Fig. 1: run 1, track usage over the die
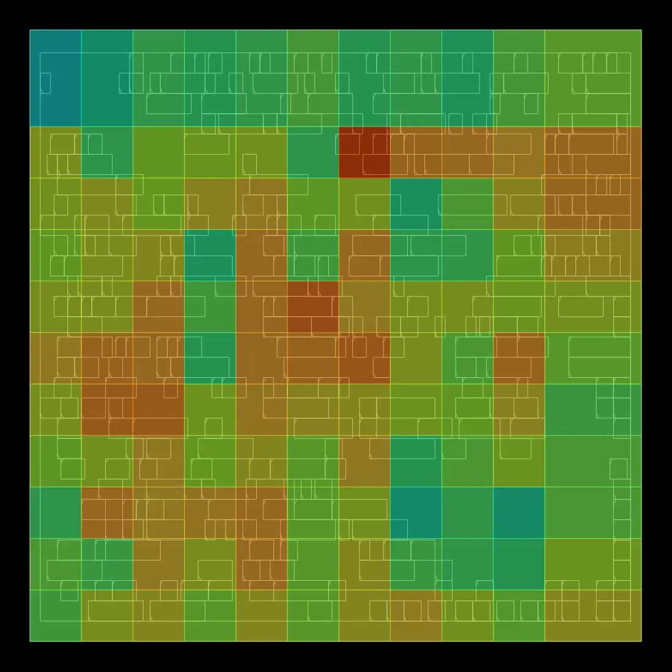
Fig. 2: run 1, routed clock nets over the placement
(6 px per um)
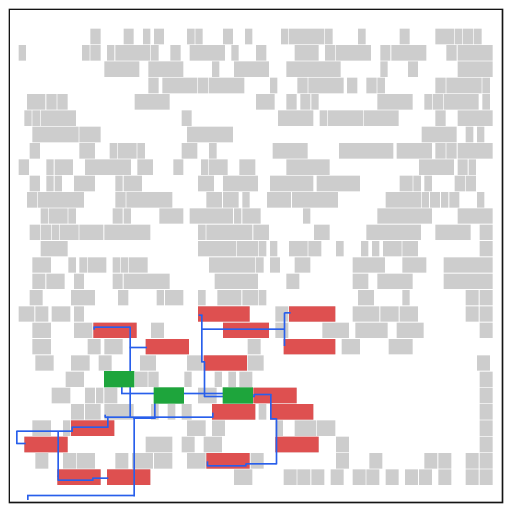
Fig. 3: run 1, supply network
(6 px per um) Pins as bars on the die edge.
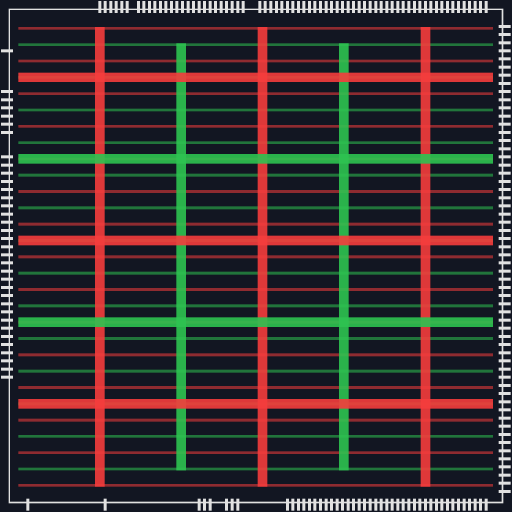
**src/rtl/mem_rr_arbiter_pkg.sv**
```systemverilog
// mem_arb_pkg: shared types and helpers for the memory round-robin arbiter.
//   arb_state_e : top-level FSM states (INIT zero-fill, RUN arbitration)
//   rsp_pipe_t  : one response-pipe entry {valid, id, oor}
//   rr_pick()   : round-robin winner search, returns {found, idx}
// Widths are sized for the largest supported requester count (8) so the
// package stays parameter-free and usable by every instance.
package mem_arb_pkg;

    localparam int MAX_NREQ = 8;
    localparam int ID_W     = 3;

    typedef enum logic {
        INIT = 1'b0,
        RUN  = 1'b1
    } arb_state_e;

    typedef struct packed {
        logic            valid;
        logic [ID_W-1:0] id;
        logic            oor;
    } rsp_pipe_t;

    typedef struct packed {
        logic            found;
        logic [ID_W-1:0] idx;
    } rr_pick_t;

    // Scan requesters starting just after ptr, wrapping at nreq; the first
    // asserted request wins. Loop bound is the fixed maximum so the search
    // unrolls to constant hardware for any nreq.
    function automatic rr_pick_t rr_pick(input logic [MAX_NREQ-1:0] req,
                                         input logic [ID_W-1:0]     ptr,
                                         input int                  nreq);
        rr_pick_t r;
        int       j;
        r = '0;
        for (int i = 1; i <= MAX_NREQ; i++) begin
            if (i <= nreq && !r.found) begin
                j = int'(ptr) + i;
                if (j >= nreq) j = j - nreq;
                if (req[j]) begin
                    r.found = 1'b1;
                    r.idx   = ID_W'(j);
                end
            end
        end
        return r;
    endfunction

endpackage

```
**src/rtl/mem_rr_arbiter_if.sv**
```systemverilog
// mem_rr_arbiter_if: client-side request/response bus of the arbiter.
//   req_valid/req_ready : per-requester handshake
//   req_we/addr/wdata   : per-requester command, slice i = requester i
//   rsp_valid           : per-requester read response strobe
//   rsp_data            : shared read data, qualified by rsp_valid
// master = requesters, slave = arbiter.
interface mem_rr_arbiter_if #(
    parameter int NREQ       = 2,
    parameter int ADDR_WIDTH = 8,
    parameter int DATA_WIDTH = 32
);
    logic [NREQ-1:0]            req_valid;
    logic [NREQ-1:0]            req_ready;
    logic [NREQ-1:0]            req_we;
    logic [NREQ*ADDR_WIDTH-1:0] req_addr;
    logic [NREQ*DATA_WIDTH-1:0] req_wdata;
    logic [NREQ-1:0]            rsp_valid;
    logic [DATA_WIDTH-1:0]      rsp_data;

    modport master (
        output req_valid, req_we, req_addr, req_wdata,
        input  req_ready, rsp_valid, rsp_data
    );

    modport slave (
        input  req_valid, req_we, req_addr, req_wdata,
        output req_ready, rsp_valid, rsp_data
    );
endinterface

```
**src/rtl/mem_rr_arbiter_rr_arbiter.sv**
```systemverilog
// rr_arbiter: generic round-robin grant with a registered priority pointer.
//   clk, rst_n : clock, synchronous active-low reset
//   en         : grants allowed this cycle
//   req        : request vector
//   gnt        : one-hot (or zero) grant, combinational
//   gnt_idx    : index of the granted requester
//   gnt_found  : a grant is issued this cycle
// After reset the pointer sits at N-1, so requester 0 has first priority.
module rr_arbiter
    import mem_arb_pkg::*;
#(
    parameter int N = 2
) (
    input  logic            clk,
    input  logic            rst_n,
    input  logic            en,
    input  logic [N-1:0]    req,
    output logic [N-1:0]    gnt,
    output logic [ID_W-1:0] gnt_idx,
    output logic            gnt_found
);

    logic [ID_W-1:0]     ptr_q;
    logic [MAX_NREQ-1:0] req_ext;
    rr_pick_t            pick;

    always_comb begin
        req_ext        = '0;
        req_ext[N-1:0] = req;
        pick           = rr_pick(req_ext, ptr_q, N);
        gnt_found      = en && pick.found;
        gnt_idx        = pick.idx;
        for (int i = 0; i < N; i++) begin
            gnt[i] = gnt_found && (pick.idx == ID_W'(i));
        end
    end

    // Pointer holds when nothing is granted so priority does not drift.
    always_ff @(posedge clk) begin
        if (!rst_n) begin
            ptr_q <= ID_W'(N - 1);
        end else if (gnt_found) begin
            ptr_q <= pick.idx;
        end
    end

endmodule

```
**src/rtl/mem_rr_arbiter.sv**
```systemverilog
// mem_rr_arbiter: shares one simple-dual-port RAM between NREQ requesters.
//   clk, rst_n   : clock, synchronous active-low reset
//   cl           : client bus (mem_rr_arbiter_if.slave)
//   err_addr     : one-cycle pulse after an accepted out-of-range request
//   init_done    : high once the post-reset zero-fill has finished
//   mem_wr_*     : RAM write port
//   mem_rd_*     : RAM read port, data returns RD_LATENCY cycles later
// After reset every location is written with zero, then one request per
// cycle is granted round-robin and issued straight to the RAM. Read
// responses are routed back to their issuer through a pipe that mirrors
// the RAM latency.
module mem_rr_arbiter
    import mem_arb_pkg::*;
#(
    parameter int NREQ       = 2,
    parameter int ADDR_WIDTH = 8,
    parameter int DATA_WIDTH = 32,
    parameter int DEPTH      = 256,
    parameter int RD_LATENCY = 1
) (
    input  logic                  clk,
    input  logic                  rst_n,
    mem_rr_arbiter_if.slave       cl,
    output logic                  err_addr,
    output logic                  init_done,
    output logic                  mem_wr_en,
    output logic [ADDR_WIDTH-1:0] mem_wr_addr,
    output logic [DATA_WIDTH-1:0] mem_wr_data,
    output logic                  mem_rd_en,
    output logic [ADDR_WIDTH-1:0] mem_rd_addr,
    input  logic [DATA_WIDTH-1:0] mem_rd_data
);

    arb_state_e            state_q, state_d;
    logic [ADDR_WIDTH-1:0] fill_q, fill_d;

    logic [NREQ-1:0]       gnt;
    logic [ID_W-1:0]       gnt_idx;
    logic                  gnt_found;

    logic                  win_we;
    logic [ADDR_WIDTH-1:0] win_addr;
    logic [DATA_WIDTH-1:0] win_wdata;
    logic                  win_oor;

    rsp_pipe_t             rsp_p0;
    rsp_pipe_t             rsp_pipe_p [RD_LATENCY];
    rsp_pipe_t             rsp_tail;

    // Grants only in RUN; gating with rst_n keeps the pointer and all
    // memory enables quiet in the cycle a reset is being applied.
    rr_arbiter #(.N(NREQ)) u_rr (
        .clk       (clk),
        .rst_n     (rst_n),
        .en        (rst_n && (state_q == RUN)),
        .req       (cl.req_valid),
        .gnt       (gnt),
        .gnt_idx   (gnt_idx),
        .gnt_found (gnt_found)
    );

    assign cl.req_ready = gnt;

    // Command mux: select the winner's slice.
    always_comb begin
        win_we    = 1'b0;
        win_addr  = '0;
        win_wdata = '0;
        for (int i = 0; i < NREQ; i++) begin
            if (gnt_found && (gnt_idx == ID_W'(i))) begin
                win_we    = cl.req_we[i];
                win_addr  = cl.req_addr[i*ADDR_WIDTH +: ADDR_WIDTH];
                win_wdata = cl.req_wdata[i*DATA_WIDTH +: DATA_WIDTH];
            end
        end
        win_oor = gnt_found && (33'(win_addr) >= 33'(DEPTH));
    end

    // FSM state register
    always_ff @(posedge clk) begin
        if (!rst_n) begin
            state_q <= INIT;
            fill_q  <= '0;
        end else begin
            state_q <= state_d;
            fill_q  <= fill_d;
        end
    end

    // FSM next state: the last fill write still happens before RUN.
    always_comb begin
        state_d = state_q;
        fill_d  = fill_q;
        if (state_q == INIT) begin
            fill_d = fill_q + 1'b1;
            if (fill_q == ADDR_WIDTH'(DEPTH - 1)) begin
                state_d = RUN;
            end
        end
    end

    // FSM outputs and memory command drive
    always_comb begin
        init_done   = (state_q == RUN);
        mem_wr_en   = 1'b0;
        mem_wr_addr = '0;
        mem_wr_data = '0;
        mem_rd_en   = 1'b0;
        mem_rd_addr = '0;
        if (rst_n) begin
            if (state_q == INIT) begin
                mem_wr_en   = 1'b1;
                mem_wr_addr = fill_q;
            end else if (gnt_found && !win_oor) begin
                if (win_we) begin
                    mem_wr_en   = 1'b1;
                    mem_wr_addr = win_addr;
                    mem_wr_data = win_wdata;
                end else begin
                    mem_rd_en   = 1'b1;
                    mem_rd_addr = win_addr;
                end
            end
        end
    end

    // Stage p0: every granted read enters the pipe, including out-of-range
    // ones, so the requester always sees a response at the fixed latency.
    always_comb begin
        rsp_p0       = '0;
        rsp_p0.valid = gnt_found && !win_we;
        rsp_p0.id    = gnt_idx;
        rsp_p0.oor   = win_oor;
    end

    always_ff @(posedge clk) begin
        if (!rst_n) begin
            for (int i = 0; i < RD_LATENCY; i++) rsp_pipe_p[i] <= '0;
            err_addr <= 1'b0;
        end else begin
            rsp_pipe_p[0] <= rsp_p0;
            for (int i = 1; i < RD_LATENCY; i++) rsp_pipe_p[i] <= rsp_pipe_p[i-1];
            err_addr <= win_oor;
        end
    end

    // Pipe tail: route response; out-of-range reads return zero because
    // the RAM was never read and mem_rd_data is stale.
    assign rsp_tail = rsp_pipe_p[RD_LATENCY-1];

    always_comb begin
        cl.rsp_data = '0;
        for (int i = 0; i < NREQ; i++) begin
            cl.rsp_valid[i] = rsp_tail.valid && (rsp_tail.id == ID_W'(i));
        end
        if (rsp_tail.valid && !rsp_tail.oor) begin
            cl.rsp_data = mem_rd_data;
        end
    end

endmodule

```
**src/flat_wrapper.sv**
```systemverilog
// flat-port wrapper written by rule: the top's interface ports become plain ports
module mem_rr_arbiter_flat import mem_arb_pkg::*;
#(
    parameter int NREQ       = 2,
    parameter int ADDR_WIDTH = 8,
    parameter int DATA_WIDTH = 32,
    parameter int DEPTH      = 256,
    parameter int RD_LATENCY = 1
)
  (clk, rst_n, err_addr, init_done, mem_wr_en, mem_wr_addr, mem_wr_data, mem_rd_en, mem_rd_addr, mem_rd_data, cl_req_valid, cl_req_we, cl_req_addr, cl_req_wdata, cl_req_ready, cl_rsp_valid, cl_rsp_data);
  mem_rr_arbiter_if #(.NREQ(NREQ), .ADDR_WIDTH(ADDR_WIDTH), .DATA_WIDTH(DATA_WIDTH)) cl_i ();
  input  logic clk;
  input  logic rst_n;
  output logic err_addr;
  output logic init_done;
  output logic mem_wr_en;
  output logic [ADDR_WIDTH-1:0] mem_wr_addr;
  output logic [DATA_WIDTH-1:0] mem_wr_data;
  output logic mem_rd_en;
  output logic [ADDR_WIDTH-1:0] mem_rd_addr;
  input  logic [DATA_WIDTH-1:0] mem_rd_data;
  input wire logic [$bits(cl_i.req_valid)-1:0] cl_req_valid;
  input wire logic [$bits(cl_i.req_we)-1:0] cl_req_we;
  input wire logic [$bits(cl_i.req_addr)-1:0] cl_req_addr;
  input wire logic [$bits(cl_i.req_wdata)-1:0] cl_req_wdata;
  output wire logic [$bits(cl_i.req_ready)-1:0] cl_req_ready;
  output wire logic [$bits(cl_i.rsp_valid)-1:0] cl_rsp_valid;
  output wire logic [$bits(cl_i.rsp_data)-1:0] cl_rsp_data;
  assign cl_i.req_valid = cl_req_valid;
  assign cl_i.req_we = cl_req_we;
  assign cl_i.req_addr = cl_req_addr;
  assign cl_i.req_wdata = cl_req_wdata;
  assign cl_req_ready = cl_i.req_ready;
  assign cl_rsp_valid = cl_i.rsp_valid;
  assign cl_rsp_data = cl_i.rsp_data;
  mem_rr_arbiter #(.NREQ(NREQ), .ADDR_WIDTH(ADDR_WIDTH), .DATA_WIDTH(DATA_WIDTH), .DEPTH(DEPTH), .RD_LATENCY(RD_LATENCY)) u_core (.clk(clk), .rst_n(rst_n), .cl(cl_i), .err_addr(err_addr), .init_done(init_done), .mem_wr_en(mem_wr_en), .mem_wr_addr(mem_wr_addr), .mem_wr_data(mem_wr_data), .mem_rd_en(mem_rd_en), .mem_rd_addr(mem_rd_addr), .mem_rd_data(mem_rd_data));
endmodule
```
**config.mk**
```make
export PLATFORM = sky130hd
export DESIGN_NAME = mem_rr_arbiter_flat
export DESIGN_NICKNAME = d
export VERILOG_FILES = /design/src/rtl/mem_rr_arbiter_pkg.sv /design/src/rtl/mem_rr_arbiter_if.sv /design/src/rtl/mem_rr_arbiter_rr_arbiter.sv /design/src/rtl/mem_rr_arbiter.sv /design/src/flat_wrapper.sv
export SDC_FILE = /design/constraint.sdc
export NUM_CORES = 1
export LEC_CHECK = 0
export ABC_AREA = 0
export CAP_MARGIN = 0
export CELL_PAD_IN_SITES_DETAIL_PLACEMENT = 0
export CELL_PAD_IN_SITES_GLOBAL_PLACEMENT = 1
export CORE_UTILIZATION = 36
export DETAILED_ROUTE_END_ITERATION = 12
export DONT_BUFFER_PORTS = 1
export PLACE_DENSITY_LB_ADDON = 0.1
export SETUP_SLACK_MARGIN = 0.4
export SLEW_MARGIN = 40
export SYNTH_ARGS = -nofsm -noshare
export SYNTH_HDL_FRONTEND = slang
export SYNTH_SLANG_ARGS = --single-unit
```
**constraint.sdc**
```tcl
create_clock -name clk -period 4.1 [get_ports clk]
set_input_delay 1.23 -clock clk [delete_from_list [all_inputs] [get_ports clk]]
set_output_delay 1.23 -clock clk [all_outputs]
set_load 0.005 [all_outputs]
```
==> CHANGELOG.md, run 1 <==
### Implementation results

- First-pass iteration count of the detailed router: 5
- Sw Ratio: 27.3%
- Clock root buffer: clkbuf_8
- Worst Setup SP: cl_req_valid[1]
- Top layer in use: met4
- Status: completed
- R2R setup slack: 1.90 ns
- Initial antenna violation count: 0
- Slew Limit Fails: 0
- CTS Hold Bufs: 0
- Wire length on met1: 3410 um
- Hold/Removal Path Class: reg2reg
- Top Registers: u_core.fill_q (8), u_core.rsp_pipe_p (4), u_core.u_rr.ptr_q (3)
- XOR Share, Synth: 2.66%
- AND-OR/OR-AND share of the synthesized area: 33.6%
- Synth warn: 0
- Pwr/cell area: 124 nW/um2
- Vias per cell: 6.01
- Log Warnings: 33
- CP required: 2.87 ns
- WHS: 0.522 ns
- Comb area leader: simple AND/OR/NAND/NOR gates
- Seq pwr share: 43.1%
- RSZ-0062 raised after global routing: yes
- Yosys simple share: 35.0%
- Netlist cell types: 44
- Top Consumer: registers
- Largest net degree at the start of global routing: 35
- Final worst setup slack: 0.186 ns
- Crit-path cells: mux2i_4, or4_4, a211oi_4, o31ai_4, clkbuf_16, a21oi_2
- P_comb: 74.5 uW
- Yosys stat cell total: 328
- Internal: 273 uW
- Final Setup Violations: 0
- #FFs+latches synth: 16
- Chip area: 6710 um2
- Post-synth seq share: 13.9%
- DR WL met3: 559 um
- Top Ports: 206
- Psw: 102 uW
- CTS max path bufs: 2
- Fmax: 0.255 GHz
- Critical Path Sink Type: output pin
Back to the opening pictures, Fig. 1:
Layout Utilization: 50.5%
Total GRT Usage: 19.9%
global routing met1 resource utilization: 27.8%
met3 usage in global routing: 3.22%

Back to the opening pictures, Fig. 2:
- blue: clock wires (length 214 um)
- green: clock drivers (count 3)
- red: flip-flops (count 16)
- routed clock nets: 4
Clk pwr share: 37.1%
Late-Pin Clk Latency: 0.25 ns
Power Clock: 139 uW
skew final: 0.00328 ns

Back to the opening pictures, Fig. 3:
- green: VDD
- red: VSS
- signal pins: 206
- met4 straps: 5
- rows: 28
- met1 rails: 29
- met5 straps: 5
Die Span X: 81.9 um
Core Area: 6030 um2
die height: 81.9 um

[run 1: layout by cell type (no fill, tap or decap), types with 3 or more instances in the layout]
master,instances
conb_1,3
nand4_1,3
xnor2_1,6
nor2b_1,3
nand2_1,60
clkbuf_8,4
a31oi_4,7
nand3_1,16
nor3_4,3
nor2_1,6
and2_4,6
a21oi_2,4
buf_12,3
and2_1,41
buf_6,3
o31ai_4,3
a211o_1,8
o21ai_0,34
dfxtp_1,12
ha_1,4
buf_4,12
a21oi_4,29
a22o_1,8
[run 1: worst min path at each step]
| stage | start | endpoint | slack, ns | cells past startpoint |
|---|---|---|---|---|
| 3_5_place_dp | u_core.fill_q[7]$_SDFFE_PN0N_ | u_core.fill_q[7]$_SDFFE_PN0N_ | 0.52 | 2 |
| 3_3_place_gp | u_core.fill_q[7]$_SDFFE_PN0N_ | u_core.fill_q[7]$_SDFFE_PN0N_ | 0.51 | 2 |
| 5_1_grt | u_core.u_rr.ptr_q[2]$_SDFFE_PN0N_ | u_core.u_rr.ptr_q[2]$_SDFFE_PN0N_ | 0.53 | 1 |
| 6_report | u_core.u_rr.ptr_q[2]$_SDFFE_PN0N_ | u_core.u_rr.ptr_q[2]$_SDFFE_PN0N_ | 0.52 | 1 |
| 2_1_floorplan | u_core.fill_q[7]$_SDFFE_PN0N_ | u_core.fill_q[7]$_SDFFE_PN0N_ | 0.48 | 2 |
| 4_1_cts | u_core.u_rr.ptr_q[1]$_SDFFE_PN0N_ | u_core.u_rr.ptr_q[1]$_SDFFE_PN0N_ | 0.53 | 1 |
[run 1: Yosys cell counts (all sizes together)]
master | number | area (um2)
nand2 | 62 | 233
and2 | 47 | 297
o21ai | 35 | 175
a21oi | 33 | 274
nand3 | 18 | 90.1
clkbuf | 16 | 63.8
dfxtp | 16 | 320
buf | 14 | 128
a211o | 8 | 70.1
a22o | 8 | 70.1
a31oi | 8 | 50.1
ha | 7 | 87.6
nor2 | 6 | 22.5
xnor2 | 6 | 52.6
a21boi | 4 | 30.0
and3 | 4 | 25.0
inv | 4 | 15.0
nor2b | 4 | 25.0
nor3 | 4 | 36.3
mux2i | 3 | 30.0
nand4 | 3 | 18.8
o31ai | 3 | 50.1
o221a | 2 | 22.5
or3 | 2 | 12.5
a211oi | 1 | 12.5
conb | 1 | 3.75
mux2 | 1 | 15.0
nand2b | 1 | 6.26
nand4b | 1 | 8.76
nor4b | 1 | 8.76
nor4bb | 1 | 10.0
o21a | 1 | 7.51
o31a | 1 | 10.0
or4 | 1 | 11.3
xor2 | 1 | 8.76
[run 1: what timing repair did]
item / CTS / global route
resized: 32 / 55
cloned: 3 / 3
buffers inserted: 4 / 2
setup endpoints to repair: 51 / 51
pin swaps: 2 / 10
[run 1: critical path: cells and delay by family]
family / cells / cell delay, ns
muxes: 1 / 0.04
AOI/OAI and AO/OA: 3 / 0.63
and+or+nand+nor: 1 / 0.54
buffers and inverters: 1 / 0.24
[run 1: cell type report]
type / count / area [um2]
fillers: 578 / 2980
multi-input cells: 283 / 2310
flip-flops and latches: 16 / 330
repair buffers: 20 / 234
well taps: 75 / 93.8
clock buffers: 4 / 55.1
inverters: 4 / 20.0
Fig. 4: run 1, signal wires by layer
(6 px per um) Two of the layers only.
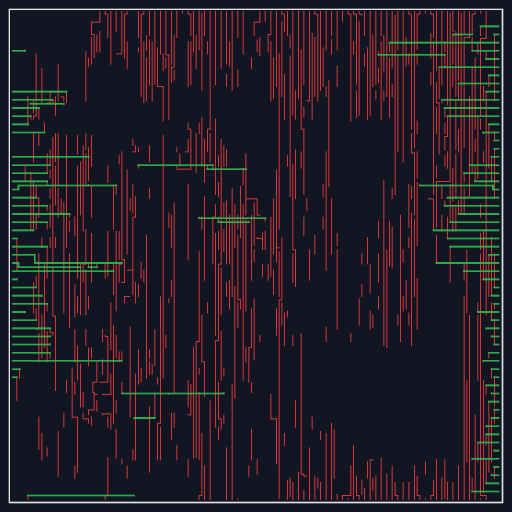

==> run 2: changes to the inputs <==
Settings changed: CORE_ASPECT_RATIO from default to 0.5, SLEW_MARGIN 40 to 0.
Fig. 5: run 2, signal wires by layer
(6 px per um) Two of the layers only.
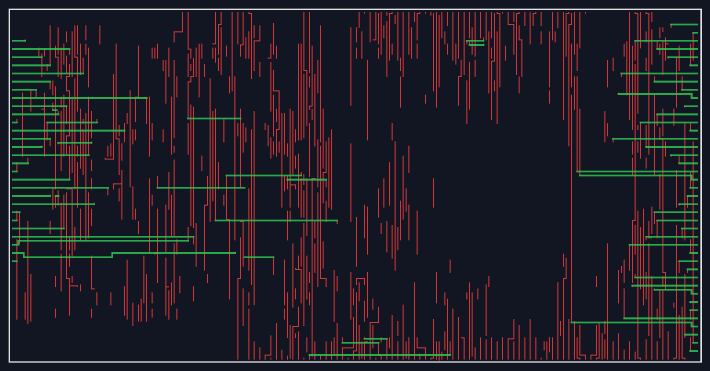
- green: metal 3 (wire length 674 um)
- red: metal 2 (wire length 3420 um)
DR vias: 2347
wire length per cell: 18.6 um
Total Wirelength: 7590 um
Total GRT Usage: 20.6%

Fig. 6: run 2, track usage over the die
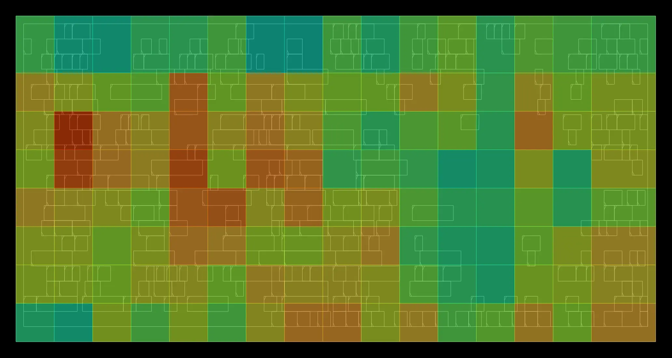
Layout Utilization: 44.4%
global routing met1 resource utilization: 28.3%

==> run 2 against run 1 <==
Area after synthesis unchanged; global-route usage grew 0.68 points; critical path depth stayed put; sequential power is essentially flat; via count decreased by 2.9%; die area increased by 0.29%; worst setup slack improved by 0.068 ns; clock skew decreased by 0.0018 ns.
==> CHANGELOG.md, run 2 <==
### Implementation results

- Core Area: 6110 um2
- Initial antenna violation count: 0
- CTS max path bufs: 2
- #FFs+latches synth: 16
- Die Span X: 115 um
- Slew Limit Fails: 0
- Status: completed
- Min-delay src: u_core.u_rr.ptr_q[2]$_SDFFE_PN0N_
- R2R setup slack: 1.92 ns
- Top Registers: u_core.fill_q (8), u_core.rsp_pipe_p (4), u_core.u_rr.ptr_q (3)
- Top Ports: 206
- Chip area: 6730 um2
- Fmax: 0.260 GHz
- Largest cells by area: dfxtp_1 (14%), and2_1 (13%), a21oi_2 (11%)
- AND-OR/OR-AND share of the synthesized area: 33.6%
- CTS Hold Bufs: 0
- Dominant logic cell types in the final layout: nand2_1 (62), and2_1 (40), o21ai_0 (34), a21oi_2 (31), nand3_1 (18)
- Top-count cell post-synth: nand2_1
- Top cells by count: nand2_1 (62), and2_1 (46), o21ai_0 (35)
- Final Setup Violations: 0
Fig. 7: run 2, routed clock nets over the placement
(6 px per um)
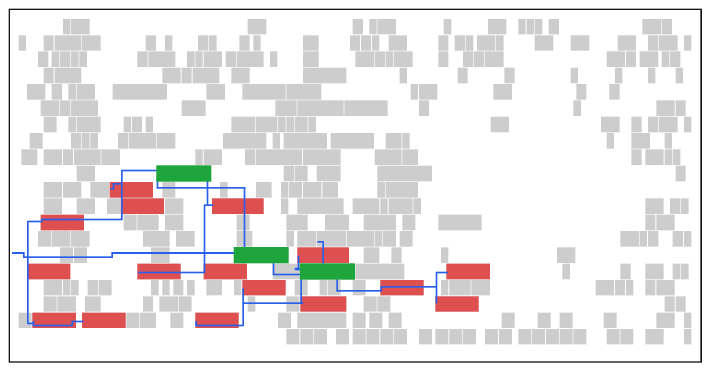
Power Clock: 211 uW
Clk pwr share: 48.1%
skew final: 0.00147 ns

## run 2: cell count changes in the layout (fill, tap and decap cells not counted), moves of 3 or more
cell,change
buf_4,-3
a31oi_4,-7
a21oi_2,+27
clkbuf_8,-3
a21oi_4,-29
a31oi_2,+7
buf_6,-3
## run 2: how the worst max path moves through the flow
stage | to | slack (ns) | from
global placement | mem_wr_data[31] | 0.24 | cl_req_valid[1]
finish | mem_wr_data[12] | 0.25 | cl_req_valid[1]
floorplan | mem_rd_addr[0] | 0.38 | cl_req_valid[1]
CTS | mem_rd_addr[6] | 0.24 | cl_req_valid[1]
detailed placement | mem_wr_data[0] | 0.22 | cl_req_valid[1]
global route | mem_rd_addr[3] | 0.23 | cl_req_valid[1]
## run 2: logic make-up after synthesis
group / count (synthesis)
and+or+nand+nor: 155
AOI/OAI and AO/OA: 104
buffers and inverters: 34
DFF: 16
adders and majority gates: 7
xor gates and xnor gates: 7
muxes: 4
other: 1
## run 2: power by group
group | switching (uW) | internal [uW] | leakage (uW)
clock | 62.6 | 148 | 0.0000442
combinational | 37.2 | 28.7 | 0.000669
sequential | 3.66 | 158 | 0.000132
## run 2: worst max-delay path, cell delays in order
cell	delay, ns
mux2i_4	0.06
or4_4	0.53
a211oi_4	0.27
o31ai_4	0.11
buf_12	0.21
a21oi_2	0.18
## run 2: through the flow
stage / instance area [um2] / power, uW / std cells / util [%] / hold slack, ns
2_1_floorplan: 2360 / 215 / 330 / - / 0.478
3_3_place_gp: 2390 / 219 / 397 / 39.1 / 0.515
3_5_place_dp: 2390 / 220 / 397 / 39.1 / 0.532
4_1_cts: 2610 / 440 / 406 / 42.8 / 0.530
5_1_grt: 2710 / 459 / 409 / 44.4 / 0.541
6_report: 2710 / 439 / 409 / 44.4 / 0.527
## run 2: routing by layer
metal	track usage [%]	up-vias	wire [um]
li1	-	1134	-
met2	33.0	97	3420
met4	1.67	0	25
met5	0	-	0
met1	28.3	1112	3470
met3	6.39	4	674
## run 2: repair_timing
action                     in CTS  in global routing
gates resized                  23                 15
pin swaps                       3                  2
gates cloned                    2                  1
buffers inserted                3                  2
setup endpoints to repair      51                 51
## run 2: layout make-up
type                            instances  area (um2)
Fill cell                             637        3390
Multi-Input combinational cell        282        1970
Sequential cell                        16         329
Timing Repair Buffer                   15         193
Tap cell                               88         110
Clock buffer                            4        88.8
Inverter                                4        17.5
Fig. 8: run 2, supply network
(6 px per um) Pins as bars on the die edge.
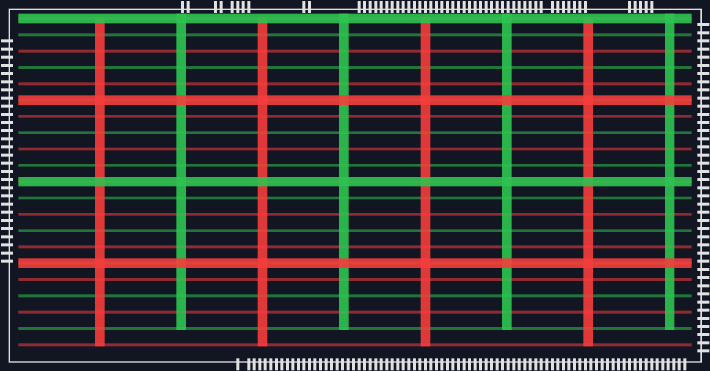

==> run 3: changes to the inputs <==
Settings changed: CAP_MARGIN 0 to 20, CORE_UTILIZATION 36 to 37.
Fig. 9: run 3, supply network
(6 px per um) Pins as bars on the die edge.
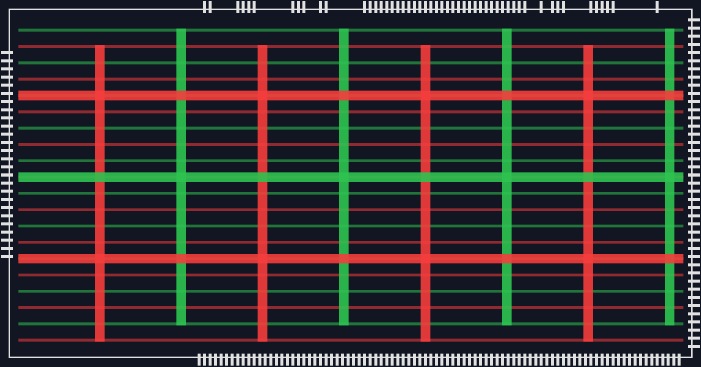
- green: VDD
- red: VSS
- met5 straps: 3
- signal pins: 206
- met4 straps: 8
- rows: 19
- met1 rails: 20
Core Area: 5730 um2
die height: 57.8 um

Fig. 10: run 3, routed clock nets over the placement
(6 px per um)
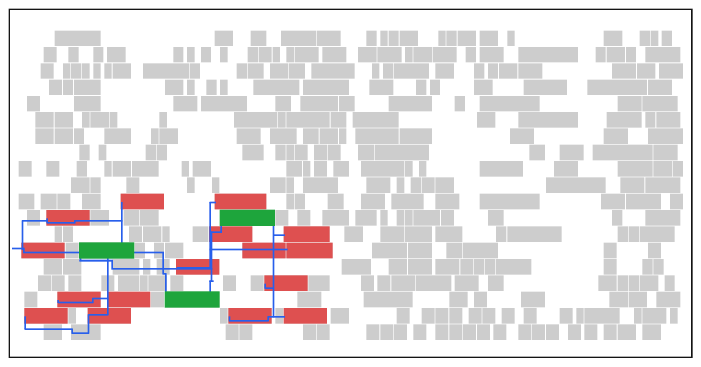
- green: clock drivers (count 3)
- blue: clock wires (length 206 um)
- red: flip-flops (count 16)
- routed clock nets: 4
Power Clock: 207 uW
Clk pwr share: 45.0%
skew final: 0.00352 ns

Fig. 11: run 3, track usage over the die
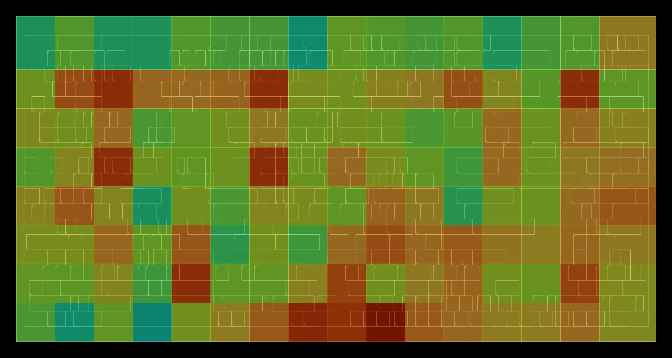
met3 usage in global routing: 9.31%
wire length per cell: 21.6 um
Most Crowded Layer GR: met2

==> run 3 against run 2 <==
Area after synthesis did not move; clock-buffer cell count did not move; hold slack got worse by 0.0077 ns; largest cell class unchanged; clock skew rose by 0.0021 ns; utilization rose by 14 points; largest power group unchanged; total power rose by 4.8%; die area fell by 2.6%; clock power fell by 2%; wire length rose by 22%.
==> CHANGELOG.md, run 3 <==
### Implementation results

- Die Span X: 114 um
- CP max-delay cell: or4_4
- Late-Pin Clk Latency: 0.25 ns
- Largest net degree at the start of global routing: 35
- Fmax: 0.257 GHz
- XOR Share, Synth: 2.66%
- Top Registers: u_core.fill_q (8), u_core.rsp_pipe_p (4), u_core.u_rr.ptr_q (3)
- CP required: 2.87 ns
- CTS max path bufs: 2
- Worst Setup SP: cl_req_valid[0]
- Initial antenna violation count: 1
- Yosys simple share: 35.0%
- Final Setup Violations: 0
- AND-OR/OR-AND share of the synthesized area: 33.6%
- Commonest Layout Cell: and2_1
- DR vias: 2518
- Synth warn: 0
- Placed Area: 2380 um2
- Status: completed
- Log Warnings: 33
- Async SR Flop Fraction: 0%
- Top cells by count: nand2_1 (62), and2_1 (46), o21ai_0 (35)
- Pwr/cell area: 136 nW/um2
- Critical R2R Launch: u_core.u_rr.ptr_q[1]$_SDFFE_PN0N_
- Largest area contributor in the netlist: dfxtp_1
- Most frequent CP cell: buf_6
- Post-synth seq share: 13.9%
- Crit path capture: mem_wr_data[4]
- EDFF count, synth: 0
- Netlist cell types: 44
- Total GRT Usage: 26.2%
- Dominant logic cell types in the final layout: and2_1 (46), nand2_1 (37), nand2_4 (21), o21ai_0 (20), a21oi_2 (20)
- Total Wirelength: 9260 um
- Final worst setup slack: 0.212 ns
- Slew Limit Fails: 0
- Final instance area: 3380 um2
- Largest cells by area: dfxtp_1 (14%), and2_1 (13%), a21oi_2 (11%)
- Comb area leader: simple AND/OR/NAND/NOR gates
- RSZ-0062 raised after global routing: yes
- CTS Hold Bufs: 0
- WHS: 0.519 ns
- Critical Path Sink Type: output pin
- CP max stage delay: 0.51 ns
- First-pass iteration count of the detailed router: 4
- Main flop type: dfxtp_1
- Top area contributor share: 13.9%
run 3: cell count changes in the layout (fill, tap and decap cells not counted), moves of 9 or more:
cell     before  now
buf_6         0    9
o21ai_1       1   10
a21oi_2      31   20
a21oi_4       0   12
o21ai_0      34   20
nand2_4       0   21
nand2_1      62   37
run 3: power by group:
group          internal [uW]  total (uW)  switching [uW]  leakage (uW)
registers                159         163            3.92      0.000131
logic                   44.5        89.9            45.4       0.00104
clock network            148         207            58.8     0.0000442
run 3: how the worst min path moves through the flow:
stage	start	end	cells after the start
2_1_floorplan	u_core.fill_q[7]$_SDFFE_PN0N_	u_core.fill_q[7]$_SDFFE_PN0N_	2
3_3_place_gp	u_core.fill_q[7]$_SDFFE_PN0N_	u_core.fill_q[7]$_SDFFE_PN0N_	2
3_5_place_dp	u_core.fill_q[7]$_SDFFE_PN0N_	u_core.fill_q[7]$_SDFFE_PN0N_	2
4_1_cts	u_core.fill_q[7]$_SDFFE_PN0N_	u_core.fill_q[7]$_SDFFE_PN0N_	2
5_1_grt	u_core.u_rr.ptr_q[2]$_SDFFE_PN0N_	u_core.u_rr.ptr_q[2]$_SDFFE_PN0N_	1
6_report	u_core.u_rr.ptr_q[2]$_SDFFE_PN0N_	u_core.u_rr.ptr_q[2]$_SDFFE_PN0N_	1
run 3: metrics by stage:
| stage | cells | utilization (%) | power [uW] |
|---|---|---|---|
| global placement | 396 | 41.6 | 218 |
| detailed placement | 396 | 41.6 | 219 |
| CTS | 422 | 53.9 | 454 |
| finish | 428 | 58.9 | 460 |
| global route | 428 | 58.9 | 477 |
| floorplan | 330 | - | 215 |
run 3: kinds of logic after synthesis:
family / after synthesis
compound gates: 104
xor+xnor: 7
fa+ha+maj: 7
buf+inv: 34
flops: 16
mux: 4
other cells: 1
simple gates: 155
run 3: critical path: cells and delay by family:
kind            cells  cell delay, ns
buf+inv             3            0.42
compound gates      2            0.37
mux                 1            0.05
simple gates        2            0.57
run 3: final cells by class:
cell class	count	area [um2]
clock buffers	4	88.8
fillers	528	2350
inverters	4	15.0
multi-input cells	280	2270
flip-flops and latches	16	327
well taps	84	105
repair buffers	40	567
run 3: layer usage:
metal  share of wire, %  up-vias  GRT usage [%]
met5               0.16        -              0
met2                 44      107           40.1
met1                 46     1232           36.8
met4               0.11        2           1.88
met3                9.7        5           9.31
li1                   -     1172              -
run 3: repair_timing:
item | 4_1_cts | 5_1_grt
pin swaps | 36 | 26
cloned | 7 | 1
endpoints found under the setup margin | 51 | 51
setup buffers | 15 | 5
gates resized | 79 | 55

==> screenshots <==
Cell density map.
picture 1
(3 px per um) The die is cut into 8 by 8 equal tiles; white is low, dark blue is high, 0 to 100% covered.
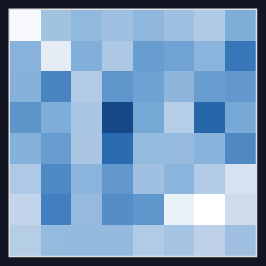
picture 2
(3 px per um) The die is cut into 12 by 6 equal tiles; white is low, dark blue is high, 0 to 100% covered.
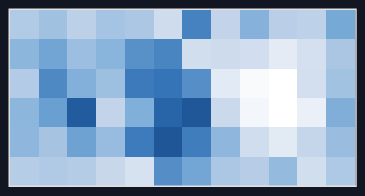
picture 3
(3 px per um) The die is cut into 11 by 6 equal tiles; white is low, dark blue is high, 0 to 100% covered.
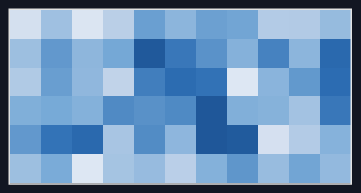
- highest utilization: picture 3
picture 3 -> run 3
picture 2 -> run 2
picture 1 -> run 1

Power figures rest on the tool's default switching activity, not on a simulated workload.
